==> src/rtl/ifu_pkg.sv <==
// Shared types and constants for the instruction fetch unit.
package ifu_pkg;

   localparam int unsigned ADDR_W = 64;
   localparam int unsigned INST_W = 32;

   localparam logic [ADDR_W-1:0] RESET_PC = 64'h0000_0000_8000_0000;
   localparam logic [ADDR_W-1:0] PC_STEP  = ADDR_W'(4);

   typedef enum logic [1:0] {
      IDLE = 2'd0,
      REQ  = 2'd1,
      WAIT = 2'd2,
      HOLD = 2'd3
   } fetch_state_e;

   // One-entry output buffer payload handed to decode.
   typedef struct packed {
      logic [ADDR_W-1:0] pc;
      logic [INST_W-1:0] inst;
      logic              err;
   } inst_buf_t;

endpackage

==> src/rtl/fetch_sequencer_if.sv <==
// Redirect, instruction-memory and decode handshakes of the fetch sequencer.
interface fetch_sequencer_if;
   import ifu_pkg::*;

   logic              redirect_valid;
   logic [ADDR_W-1:0] redirect_pc;

   logic              imem_req_valid;
   logic [ADDR_W-1:0] imem_req_addr;
   logic              imem_req_ready;

   logic              imem_rsp_valid;
   logic [INST_W-1:0] imem_rsp_data;
   logic              imem_rsp_err;

   logic              inst_valid;
   logic [ADDR_W-1:0] inst_pc;
   logic [INST_W-1:0] inst;
   logic              inst_err;
   logic              inst_ready;

   modport master (
      input  redirect_valid, redirect_pc,
      input  imem_req_ready, imem_rsp_valid, imem_rsp_data, imem_rsp_err,
      input  inst_ready,
      output imem_req_valid, imem_req_addr,
      output inst_valid, inst_pc, inst, inst_err
   );

   modport slave (
      output redirect_valid, redirect_pc,
      output imem_req_ready, imem_rsp_valid, imem_rsp_data, imem_rsp_err,
      output inst_ready,
      input  imem_req_valid, imem_req_addr,
      input  inst_valid, inst_pc, inst, inst_err
   );

endinterface

==> src/rtl/fetch_pc_reg.sv <==
// Program counter register: redirect load takes priority over sequential increment.
module fetch_pc_reg
   import ifu_pkg::*;
(
   input  logic              clk,
   input  logic              rst,
   input  logic              load,
   input  logic              inc,
   input  logic [ADDR_W-1:0] load_pc,
   output logic [ADDR_W-1:0] pc
);

   always_ff @(posedge clk or posedge rst) begin
      if (rst) begin
         pc <= RESET_PC;
      end else if (load) begin
         pc <= load_pc;
      end else if (inc) begin
         pc <= pc + PC_STEP;
      end
   end

endmodule

==> src/rtl/fetch_sequencer.sv <==
// Fetch FSM: one outstanding instruction-memory request, one-entry decode buffer,
// redirects squash any in-flight fetch.
module fetch_sequencer
   import ifu_pkg::*;
(
   input  logic              clk,
   input  logic              rst,
   fetch_sequencer_if.master bus
);

   fetch_state_e      state_q, state_d;
   logic              drop_q, drop_d;
   logic              req_valid_q;
   logic              inst_valid_q;
   logic              pc_load, pc_inc, buf_load;
   logic [ADDR_W-1:0] pc_q;
   inst_buf_t         buf_q;

   fetch_pc_reg u_pc (
      .clk     (clk),
      .rst     (rst),
      .load    (pc_load),
      .inc     (pc_inc),
      .load_pc (bus.redirect_pc),
      .pc      (pc_q)
   );

   // State, drop flag and the valid outputs, all decoded from the next state.
   always_ff @(posedge clk or posedge rst) begin
      if (rst) begin
         state_q      <= IDLE;
         drop_q       <= 1'b0;
         req_valid_q  <= 1'b0;
         inst_valid_q <= 1'b0;
      end else begin
         state_q      <= state_d;
         drop_q       <= drop_d;
         req_valid_q  <= (state_d == REQ);
         inst_valid_q <= (state_d == HOLD);
      end
   end

   always_ff @(posedge clk or posedge rst) begin
      if (rst) begin
         buf_q <= '0;
      end else if (buf_load) begin
         buf_q <= '{pc: pc_q, inst: bus.imem_rsp_data, err: bus.imem_rsp_err};
      end
   end

   // Redirect always reloads the PC; drop_q marks the one response still owed by memory.
   always_comb begin
      state_d  = state_q;
      drop_d   = drop_q;
      pc_load  = bus.redirect_valid;
      pc_inc   = 1'b0;
      buf_load = 1'b0;

      case (state_q)
         IDLE: begin
            if (!bus.redirect_valid) begin
               state_d = REQ;
            end
         end
         REQ: begin
            if (bus.imem_req_ready) begin
               state_d = WAIT;
               drop_d  = bus.redirect_valid;
            end
         end
         WAIT: begin
            if (bus.imem_rsp_valid) begin
               state_d = REQ;
               drop_d  = 1'b0;
               if (!bus.redirect_valid && !drop_q) begin
                  state_d  = HOLD;
                  buf_load = 1'b1;
               end
            end else if (bus.redirect_valid) begin
               drop_d = 1'b1;
            end
         end
         HOLD: begin
            if (bus.redirect_valid) begin
               state_d = REQ;
            end else if (bus.inst_ready) begin
               state_d = REQ;
               pc_inc  = 1'b1;
            end
         end
         default: begin
            state_d = IDLE;
         end
      endcase
   end

   assign bus.imem_req_valid = req_valid_q;
   assign bus.imem_req_addr  = pc_q;
   assign bus.inst_valid     = inst_valid_q;
   assign bus.inst_pc        = buf_q.pc;
   assign bus.inst           = buf_q.inst;
   assign bus.inst_err       = buf_q.err;

endmodule

==> src/flat_wrapper.sv <==
// flat-port wrapper written by rule: the top's interface ports become plain ports
module fetch_sequencer_flat import ifu_pkg::*;
  (clk, rst, bus_redirect_valid, bus_redirect_pc, bus_imem_req_ready, bus_imem_rsp_valid, bus_imem_rsp_data, bus_imem_rsp_err, bus_inst_ready, bus_imem_req_valid, bus_imem_req_addr, bus_inst_valid, bus_inst_pc, bus_inst, bus_inst_err);
  fetch_sequencer_if bus_i ();
  input  logic clk;
  input  logic rst;
  input wire logic [$bits(bus_i.redirect_valid)-1:0] bus_redirect_valid;
  input wire logic [$bits(bus_i.redirect_pc)-1:0] bus_redirect_pc;
  input wire logic [$bits(bus_i.imem_req_ready)-1:0] bus_imem_req_ready;
  input wire logic [$bits(bus_i.imem_rsp_valid)-1:0] bus_imem_rsp_valid;
  input wire logic [$bits(bus_i.imem_rsp_data)-1:0] bus_imem_rsp_data;
  input wire logic [$bits(bus_i.imem_rsp_err)-1:0] bus_imem_rsp_err;
  input wire logic [$bits(bus_i.inst_ready)-1:0] bus_inst_ready;
  output wire logic [$bits(bus_i.imem_req_valid)-1:0] bus_imem_req_valid;
  output wire logic [$bits(bus_i.imem_req_addr)-1:0] bus_imem_req_addr;
  output wire logic [$bits(bus_i.inst_valid)-1:0] bus_inst_valid;
  output wire logic [$bits(bus_i.inst_pc)-1:0] bus_inst_pc;
  output wire logic [$bits(bus_i.inst)-1:0] bus_inst;
  output wire logic [$bits(bus_i.inst_err)-1:0] bus_inst_err;
  assign bus_i.redirect_valid = bus_redirect_valid;
  assign bus_i.redirect_pc = bus_redirect_pc;
  assign bus_i.imem_req_ready = bus_imem_req_ready;
  assign bus_i.imem_rsp_valid = bus_imem_rsp_valid;
  assign bus_i.imem_rsp_data = bus_imem_rsp_data;
  assign bus_i.imem_rsp_err = bus_imem_rsp_err;
  assign bus_i.inst_ready = bus_inst_ready;
  assign bus_imem_req_valid = bus_i.imem_req_valid;
  assign bus_imem_req_addr = bus_i.imem_req_addr;
  assign bus_inst_valid = bus_i.inst_valid;
  assign bus_inst_pc = bus_i.inst_pc;
  assign bus_inst = bus_i.inst;
  assign bus_inst_err = bus_i.inst_err;
  fetch_sequencer u_core (.clk(clk), .rst(rst), .bus(bus_i));
endmodule
==> config.mk <==
export PLATFORM = sky130hd
export DESIGN_NAME = fetch_sequencer_flat
export DESIGN_NICKNAME = d
export VERILOG_FILES = /design/src/rtl/ifu_pkg.sv /design/src/rtl/fetch_sequencer_if.sv /design/src/rtl/fetch_pc_reg.sv /design/src/rtl/fetch_sequencer.sv /design/src/flat_wrapper.sv
export SDC_FILE = /design/constraint.sdc
export NUM_CORES = 1
export LEC_CHECK = 0
export ABC_CLOCK_PERIOD_IN_PS = 7000
export CORE_MARGIN = 8
export CORE_UTILIZATION = 44
export CTS_BUF_LIST = sky130_fd_sc_hd__clkbuf_16
export CTS_CLUSTER_DIAMETER = 120
export DETAILED_ROUTE_END_ITERATION = 7
export PLACE_DENSITY = 0.74
export SYNTH_ARGS = -nofsm -noshare
export SYNTH_HDL_FRONTEND = slang
export SYNTH_HIERARCHICAL = 1
export SYNTH_SLANG_ARGS = --single-unit
==> constraint.sdc <==
create_clock -name clk -period 7 [get_ports clk]
set_clock_uncertainty 0.15 [all_clocks]
set_input_delay 1.4 -clock clk [delete_from_list [all_inputs] [get_ports clk]]
set_output_delay 1.4 -clock clk [all_outputs]
set_load 0.02 [all_outputs]
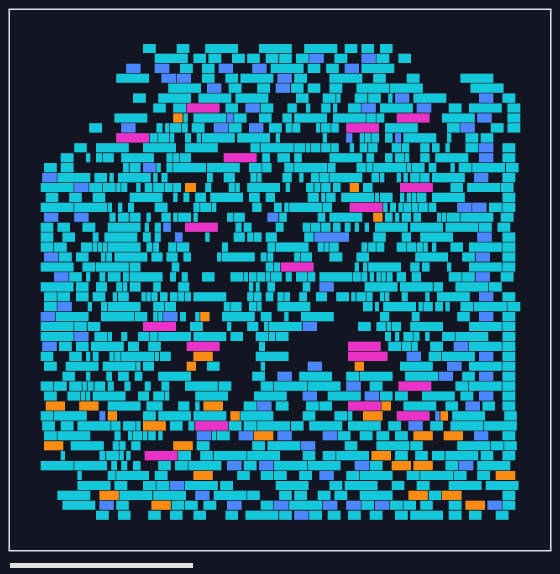
Fig. 1. Sizing map (run 1).
Scale bar: 50 um.
- magenta: x6 and larger (cells 18; share 1.9%; most used clkbuf_16)
- cyan: x1 and smaller (cells 791; share 85%; most used clkdlybuf4s50_1)
- blue: x2 (cells 91; share 9.8%; most used mux2_2)
- orange: x3 and x4 (cells 32; share 3.4%; most used mux2_4)

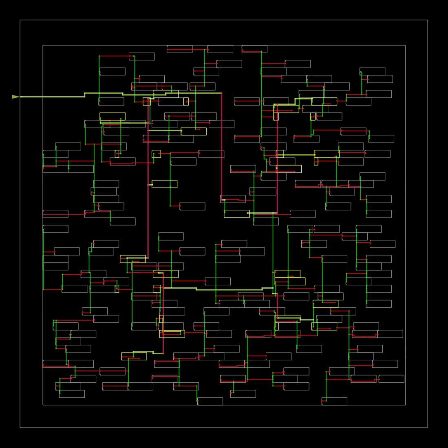
Fig. 2. Clock routing (run 1).
TritonCTS Buffers: 17
clock buffers: 17
clock net sink count: 166
clk latency late pin: 430 ps
Seq cells: 166

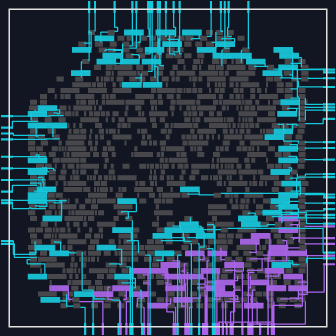
Fig. 3. Port wiring (run 1).
- cyan: bus_inst_pc (bits 64; direction output; end cells 64; buffers 64; wire 2070 um)
- purple: bus_inst (bits 32; direction output; end cells 32; buffers 32; wire 1020 um)
number of buffers added on ports: 265
IO Pins: 266

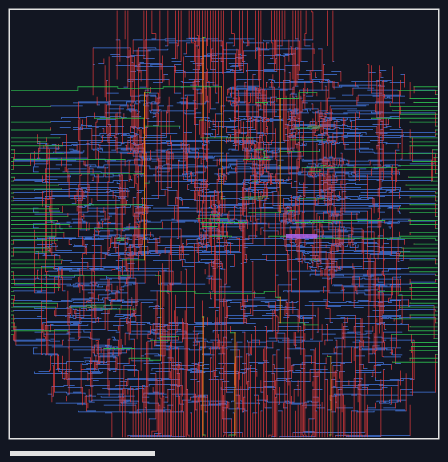
Fig. 4. Metal layers overlaid (run 1).
Scale bar: 50 um.
- purple: M5 (wire length 9.20 um)
- green: M3 (wire length 1840 um)
- blue: M1 (wire length 9580 um)
- red: M2 (wire length 10800 um)
- orange: M4 (wire length 307 um)

==> run notes, run 1 <==
Main metrics from the flow reports.

The run finished with clean final reports. The most used flip-flop cell after synthesis is sky130_fd_sc_hd__dfrtp_1. The critical path is of the in2reg type.

STA classifies the critical path endpoint as a register. The data required time of the critical path is between 7000 and 8000 ps. Across all register-to-register paths, the minimum setup slack is 3760 ps. The mean cell area of the mapped netlist came out at 11.39 um^2. The buffers inserted during post-CTS setup optimization came out at 0. The met3 global-route usage is 0.06665. On the final layout, the worst hold slack is 351.4 ps.

The slowest cell on the critical path is sky130_fd_sc_hd__or4_1. The portion of the clock cycle consumed by the worst path in the final layout came out at 0.5713. The highest fanout seen on the critical path is 8. In this run the power spent charging and discharging nets is 0.001288 W. The x dimension of the die is about 150 um. The chip area line of the yosys report is 7654 um^2. The cell count along the critical path is 7. The via count of the first global-routing pass is 6165. The number of flip-flops and latches in the synthesized netlist came out at roughly 170. In this run, power in combinational logic comes to ~0.0016 W. The last weighted congestion value of the routability-driven placer is 0.7899.

The global-route track usage on met1 is 0.2603. The synthesized netlist handed to floorplanning was reported with a cell count of 672. The share of total power dissipated in the clock network is 0.220. The wire length recorded after detailed routing is 22.53 mm. In the final routing, the length of wire on met1 measures 9.580 mm.

The worst setup path is launched from a primary input. The uppermost metal layer occupied by signal nets is met5. Once detail routing completed, the nets flagged for antenna violations numbered 0. Counting flops with a built-in enable in the synthesized netlist gives 0. The portion of netlist area occupied by mux cells is 0.1610.

Per STA, the endpoint of the critical path is u_core/u_pc/pc[62]. Setup repair after global routing left no endpoint under its margin. According to the dpl log, the detail-placed design has an HPWL of 16.68 mm. Hold-check failures listed in the final report amount to 0. The synthesis run identifies the leading combinational cell family as multiplexers.
==> run 1: flip-flops by register name, summed over array words and instances (netlist names) <==
name	count
u_core/bus.inst_err	1
u_core/u_pc/pc	64
u_core/bus.imem_req_valid	1
u_core/bus.inst	32
u_core/bus.inst_pc	64
u_core/bus.inst_valid	1
u_core/state_q	2
u_core/drop_q	1
==> run 1: layout make-up <==
type | instances | area [um^2]
Timing Repair Buffer | 271 | 2693
Clock inverter | 13 | 95.09
Fill cell | 1474 | 6211
Antenna cell | 1 | 2.502
Clock buffer | 17 | 425.4
Inverter | 16 | 62.56
Multi-Input combinational cell | 449 | 3251
Tap cell | 225 | 281.5
Sequential cell | 166 | 4155
Fig. 5: run 1, register map, names as in the netlist
Scale bar: 50 um. Other sequential cells in the stronger grey, the rest of the logic in the fainter grey.
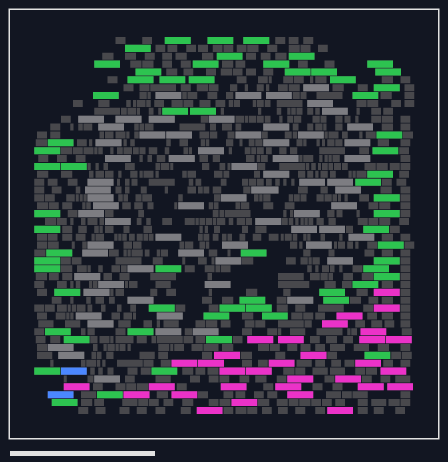

--- run 2 (diff from run 1) ---
--- a/config.mk
+++ b/config.mk
@@ -5,7 +5,7 @@
 export SDC_FILE = /design/constraint.sdc
 export NUM_CORES = 1
 export LEC_CHECK = 0
-export ABC_CLOCK_PERIOD_IN_PS = 7000
+export ABC_CLOCK_PERIOD_IN_PS = 3970
 export CORE_MARGIN = 8
 export CORE_UTILIZATION = 44
 export CTS_BUF_LIST = sky130_fd_sc_hd__clkbuf_16
==> constraint.sdc (replaced) <==
create_clock -name clk -period 3.97 [get_ports clk]
set_clock_uncertainty 0.15 [all_clocks]
set_input_delay 0.794 -clock clk [delete_from_list [all_inputs] [get_ports clk]]
set_output_delay 0.794 -clock clk [all_outputs]
set_load 0.02 [all_outputs]
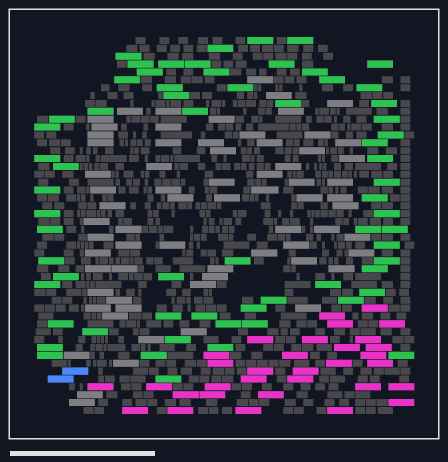
Fig. 6. Register map, names as in the netlist (run 2).
Scale bar: 50 um. Other sequential cells in the stronger grey, the rest of the logic in the fainter grey.
- green: u_core/bus.inst_pc (placed flops 64; where all over the die)
- blue: u_core/state_q (placed flops 2)
- magenta: u_core/bus.inst (placed flops 32)
- not coloured: 68

==> run 2 against run 1 <==
- global-route usage about the same
- total power increased by 80%
- cell area increased by 1.0%
- clock power increased by about 90%
- sequential share of layout area decreased by 0.38 points
- hold slack about the same
- register-to-register slack got worse by 2800 ps
- wire length increased by 0.90%
- sequential cell count unchanged
- sequential power increased by 76%
- critical endpoint is now u_core/u_pc/pc[49]
- largest power group unchanged
==> run notes, run 2 <==
Main metrics from the flow reports.

The total inserted antenna cells came out at 0 (was 1). The largest cell class by area is registers (unchanged). The total wire length after detailed routing came to 22.73 mm (was 22.53 mm). The last weighted congestion value of the routability-driven placer is 0.7846 (was 0.7899). The critical path endpoint was u_core/u_pc/pc[49] (was u_core/u_pc/pc[62]). The portion of netlist area occupied by mux cells is 0.1610 (unchanged).

The number of flip-flops and latches in the synthesized netlist is 166 (unchanged). The total clock sinks came out at 166 (unchanged). The number of antenna-violating nets in the routed design came out at 0 (unchanged). The mean cell area of the mapped netlist is 11.39 um^2 (unchanged). The main flop type after synthesis is sky130_fd_sc_hd__dfrtp_1 (unchanged). The via count of the first global-routing pass came to 6244 (was 6165).

The highest fanout seen on the critical path came to 12 (was 8). The non-clock buffering overhead in the final layout came out at 0.2481 (was 0.2456). The total clock buffers created by CTS was 17 (unchanged). Status: completed (unchanged). The insertion delay of the later-clocked pin in the worst-skew pair came out at 430 ps (about the same). The sort of element at the end of the critical path is a register (unchanged).

The data required time of the critical path came to 4160 ps (was 7190 ps). The chip area line of the yosys report is 7654 um^2 (unchanged). The placed wire-length estimate after detailed placement is 16.90 mm (was 16.68 mm).
## run 2: worst reg2reg max path, stage by stage (launching register included)
cell and delay, ps:
sky130_fd_sc_hd__dfrtp_1 450, sky130_fd_sc_hd__and2b_1 240, sky130_fd_sc_hd__and3_1 290, sky130_fd_sc_hd__and4_1 250, sky130_fd_sc_hd__and4_1 340, sky130_fd_sc_hd__nand4b_1 420, sky130_fd_sc_hd__or4_1 650, sky130_fd_sc_hd__a31oi_1 190
## run 2: cells by family after synthesis
group | count (synthesis)
buffers and inverters | 57
DFF | 166
adders and majority gates | 1
and+or+nand+nor | 223
muxes | 103
AOI/OAI and AO/OA | 88
xor gates and xnor gates | 34
Fig. 7: run 2, sizing map
Scale bar: 50 um.
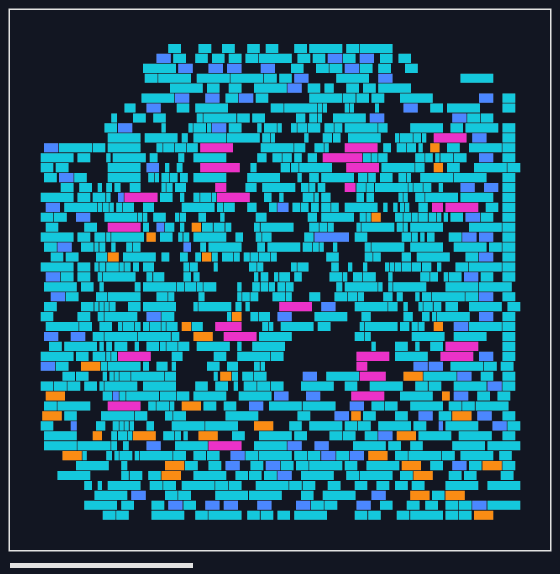

--- run 3 (diff from run 2) ---
--- a/config.mk
+++ b/config.mk
@@ -5,7 +5,7 @@
 export SDC_FILE = /design/constraint.sdc
 export NUM_CORES = 1
 export LEC_CHECK = 0
-export ABC_CLOCK_PERIOD_IN_PS = 3970
+export ABC_CLOCK_PERIOD_IN_PS = 3200
 export CORE_MARGIN = 8
 export CORE_UTILIZATION = 44
 export CTS_BUF_LIST = sky130_fd_sc_hd__clkbuf_16
==> constraint.sdc (replaced) <==
create_clock -name clk -period 3.2 [get_ports clk]
set_clock_uncertainty 0.15 [all_clocks]
set_input_delay 0.64 -clock clk [delete_from_list [all_inputs] [get_ports clk]]
set_output_delay 0.64 -clock clk [all_outputs]
set_load 0.02 [all_outputs]
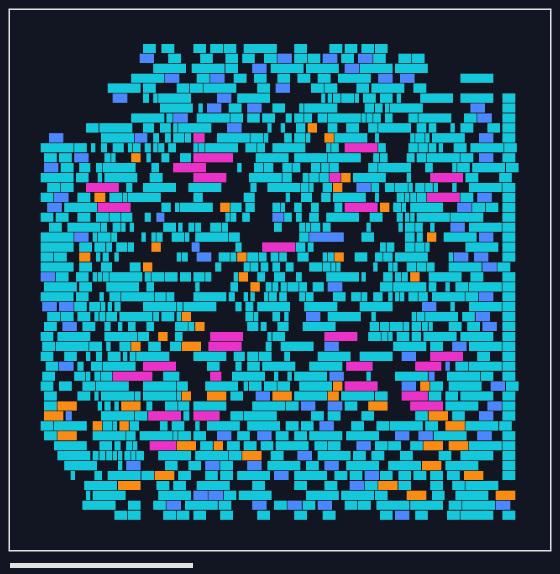
Fig. 8. Sizing map (run 3).
Scale bar: 50 um.
- orange: x3 and x4 (cells 49; share 5.1%)
- cyan: x1 and smaller (cells 788; share 83%; most used clkdlybuf4s50_1)
- blue: x2 (cells 89; share 9.3%; most used mux2_2)
- magenta: x6 and larger (cells 27; share 2.8%; most used clkbuf_16)
P&R area growth vs syn: 46.72%
Buffers, non-clock: 290
least setup slack across all paths after layout: 390.7 ps

==> run 3 against run 2 <==
- final cell count is 1.3% higher
- hold slack better by 2.2 ps
- via count is 2.1% higher
- die size stayed put
- synthesized cell count stayed put
- first-iteration DRC count is 4.8% lower
- cell area is 1.4% higher
- critical path type unchanged
==> run notes, run 3 <==
Main metrics from the flow reports.

The number of synthesized flops with an enable pin was 0 (unchanged). The critical path start-end classification is in2reg (unchanged). Status: completed (unchanged).

The chip area line of the yosys report is 7654 um^2 (unchanged). The switching power total is 0.002882 W (was 0.002312 W). The slowest cell on the critical path was sky130_fd_sc_hd__or4_1 (unchanged).

The buffers inserted during post-CTS setup optimization came out at 0 (unchanged). The number of antenna-violating nets in the routed design came out at 0 (unchanged). The via count of the first global-routing pass came out at 6375 (was 6244).

The boundary pin count came out at 266 (unchanged). Setup repair after global routing missed its margin: false (unchanged). The reg2reg setup slack is 420 ps (was 910 ps).

The mean cell area of the mapped netlist came to 11.39 um^2 (unchanged). The cell count along the critical path came out at 7 (unchanged). The global-route track usage on met1 is 0.2542 (was 0.2433). The portion of the clock cycle consumed by the worst path in the final layout came out at 0.8779.

The post-synthesis instance total came out at 672 (unchanged). The insertion delay of the later-clocked pin in the worst-skew pair came to 420 ps (was 430 ps). The sum of routed wire segments on met1 came out at 9.563 mm (was 9.310 mm). The worst hold slack is 354.1 ps (was 351.9 ps). The critical path endpoint was u_core/u_pc/pc[60] (was u_core/u_pc/pc[49]).
==> run 3: cell counts after synthesis <==
Identical to the previous run, type by type.
==> run 3: logic make-up (layout without fill, tap and decap cells) <==
family | Yosys count | in the layout | synth area share
AOI/OAI and AO/OA | 88 | 88 | 0.07013
xor gates and xnor gates | 34 | 34 | 0.03891
adders and majority gates | 1 | 1 | 0.001635
buffers and inverters | 57 | 338 | 0.03237
DFF | 166 | 166 | 0.5429
muxes | 103 | 103 | 0.1610
and+or+nand+nor | 223 | 223 | 0.1530
==> run 3: area by class of cell <==
class | count | area, um^2
well taps | 225 | 281.5
clock buffers | 17 | 425.4
clock inverters | 15 | 155.1
repair buffers | 290 | 2898
fillers | 1431 | 5947
flip-flops and latches | 166 | 4155
inverters | 16 | 63.81
multi-input cells | 449 | 3251
Power is estimated from default activity; no workload was simulated.
